Design filter_ctrl, sky130hd; sources not shown.
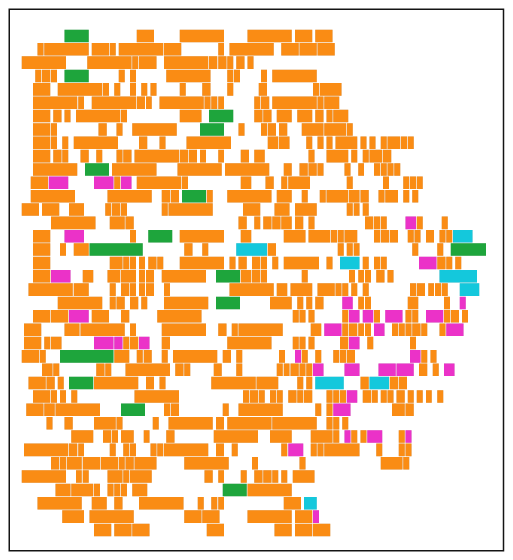
Figure 1: cell sizes after repair.
Key: magenta = _2 cells [cells 35, share 6.0%]; orange = _0 and _1 cells [cells 527, share 90%]; green = _6 and larger [cells 15, share 2.6%]; cyan = _3 and _4 cells [cells 8, share 1.4%]
Area Growth Syn to Fin: 19.3%
worst setup margin: 3.54 ns

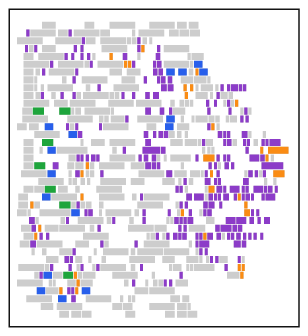
Figure 2: gate families picked out.
Key: orange = NOR gates [cells 35, where widely spread]; green = multiplexers [cells 7, where middle left]; blue = XOR/XNOR gates [cells 16]; purple = NAND gates [cells 227]
logic share of the area: 44.8%
Non-Filler Instances: 705
most numerous logic cell after layout: nand2_1

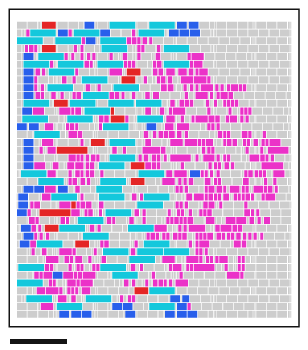
Figure 3: placed cells, one color a class.
The bar under the picture is 20 um long. Fill, decap, tap and diode cells in gray.
Key: magenta = combinational and other logic [cells 462, share of their area 53%]; blue = other buffers and delay cells [cells 45, share of their area 9.5%]; cyan = flops [cells 62, share of their area 33%]; red = clock drivers and dummy loads [cells 16, share of their area 5.0%]
flop share of the area: 31.8%
fin util: 49.3%
core area: 9890 sq um

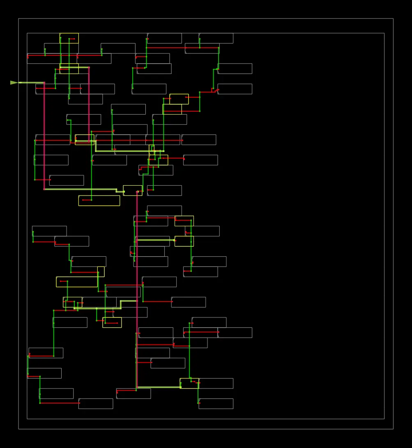
Figure 4: the clock network.
clk_lat worst skew: 0.34 ns
clock buffer count: 13
seq_cells: 62

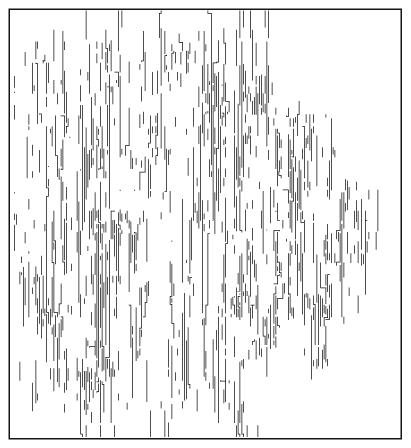
Figure 5: met2 routing.
The layer holds 48% of the routed length. The wires run mostly vertical. The layer carries 4300 um of wire. 485 nets have wire on it.
GR Util met2: 29.3%
via count: 3496
final wirelength: 8910 um

==> GITHUB_STEP_SUMMARY <==
### Metrics collected by this job

| Metric | Value |
|---|---|
| CTS Buf Count | `9` |
| Synth flops | `62` |
| Post-synth area from yosys stat | `4090 sq um` |
| H-tree depth | `3` |
| Slew @ Worst Pin | `0.794 ns` |
| I/O Pins | `45` |
| RSZ-0062 raised after global routing | `false` |
| Mux frac, synth | `1.90%` |
| # DRC | `0` |
| Critical Path, Cell by Cell | `ha_1 -> nand2_1 -> nor2_1 -> nand2_1 -> clkinv_1 -> clkdlybuf4s50_1` |
| Register-to-register setup slack | `4.30 ns` |
| Status | `complete, no violations` |
| Syn Area/Cell | `7.68 sq um` |
| Post-CTS Resized | `0` |
| Clock slew at reported path FFs | `0.07 ns` |
| Layout cells sized above 1 | `9.91%` |
| Cell mode on critical path | `nand2_1` |
| Buffers added on ports | `44` |
| Chip width | `100 um` |
| Slew headroom | `47.0%` |
| MaxCap Viol Count | `0` |
| Top delay family on crit path | `buffers and inverters` |
| Syn_nets | `574` |
| FFs w/ async S/R, synth | `100%` |
| Simple share | `30.6%` |
| Clk sinks | `62` |
| Critical Path Stages | `6` |
| Buffer depth of the longest clock path | `2` |
| P per Cell Area | `421 nW/um^2` |
| # fillers | `995` |
| Top routing layer in use | `met4` |
| Arr. time, crit path | `2.94 ns` |
| Met1 usage | `22.6%` |
| Die ar. | `11000 sq um` |
| Post-DP Area | `4640 sq um` |
| CTS Root Cell | `clkbuf_8` |
| Tool Warnings | `27` |
| Syn. warnings | `0` |
| Worst reg-to-reg path cell count | `18` |
| Total grt overflow | `0` |
| Crit path time final | `4.26 ns` |
| Top-count cell post-synth | `nand2_1` |
| Worst hold stages | `1` |
| M1 WL | `4190 um` |
| Final HPWL DP | `6850 um` |
| Reg area | `1550 sq um` |
| Fmax | `235 MHz` |
| Dominant register cell | `dfrtp_1` |
| Critical path fanouts, max | `26` |
| GR Util met3 | `3.34%` |
| Drt first-iter violations | `152` |
| Gr busiest metal | `met2` |
| Worst path buffer plus inverter count | `2` |
| Final nets | `622` |
| Logic family by area | `simple AND/OR/NAND/NOR gates` |
| GPL Wtd Cong | `0.813` |
| Initial Util | `41.3%` |
| Final ANT Viol Nets | `0` |
| Cycle use final | `54.6%` |
| Unique masters post-synth | `40` |
| Dominant cell area share | `38.0%` |
| Post-synth top area cell | `dfrtp_1` |
| Complex Gates by Area | `9.09%` |
| Count of library flops with an enable pin | `0` |
| Seq/Total Area, Yosys | `38.0%` |
| Pre-CTS setup slack | `3.91 ns` |
| Post-synthesis cell count | `532` |
| Global-route wire length before repair | `15200 um` |
| Wirelength per Cell | `12.6 um` |
| Commonest cells post-synth | `150 x nand2_1, 76 x inv_1, 62 x dfrtp_1` |
| WL met3 | `288 um` |
| Worst IR Drop VDD | `185 uV` |
| Setup Crit Path Kind | `reg -> out` |
| Ys cells | `532` |
| Met2 Wirelength | `4300 um` |
| CP Capture Type | `primary output` |
| Syn Std Cell Area | `4090 sq um` |
| Final hold slack | `0.312 ns` |
==> cell usage in the layout (no fill, tap or decap), types with 3 or more instances in the layout <==
| master | Yosys | routed |
|---|---|---|
| nand2_1 | 150 | 150 |
| inv_1 | 76 | 75 |
| dfrtp_1 | 62 | 62 |
| clkdlybuf4s50_1 | 0 | 44 |
| nand3_1 | 43 | 43 |
| o21ai_0 | 37 | 37 |
| nor2_1 | 30 | 30 |
| ha_1 | 24 | 24 |
| nand4_1 | 12 | 12 |
| a21oi_1 | 12 | 12 |
| clkbuf_8 | 0 | 12 |
| xnor2_1 | 8 | 8 |
| xor2_1 | 8 | 8 |
| nand3_2 | 8 | 8 |
| nand2_2 | 8 | 8 |
| mux2_2 | 6 | 6 |
| inv_2 | 4 | 5 |
| o21bai_1 | 3 | 3 |
| o21ai_1 | 3 | 3 |
==> through the flow <==
step,cells,total power [mW]
after global placement,689,1.70
after floorplan,532,1.44
after CTS,705,2.07
final,705,2.05
after global routing,705,2.25
after detailed placement,689,1.73
==> cells by family after synthesis <==
logic type,Yosys count
adder cells (fa/ha/maj),26
multiplexers,7
buffers and inverters,90
XOR/XNOR,16
flip-flops,62
AND/OR/NAND/NOR,266
AND-OR/OR-AND,65
==> layout make-up <==
cell class / instances / area share [%]
timing repair buffer: 45 / 9.19
clock inverter: 3 / 1.34
inverter: 82 / 6.32
sequential: 62 / 31.8
clock buffer: 13 / 3.47
tap: 120 / 3.08
multi-input combinational: 380 / 44.8
==> report_power, final <==
group / internal [mW] / total [mW] / switching (mW)
Sequential: 0.390 / 0.462 / 0.0719
Clock: 0.206 / 0.326 / 0.121
Combinational: 0.485 / 1.26 / 0.776
Power is estimated from default activity; no workload was simulated.
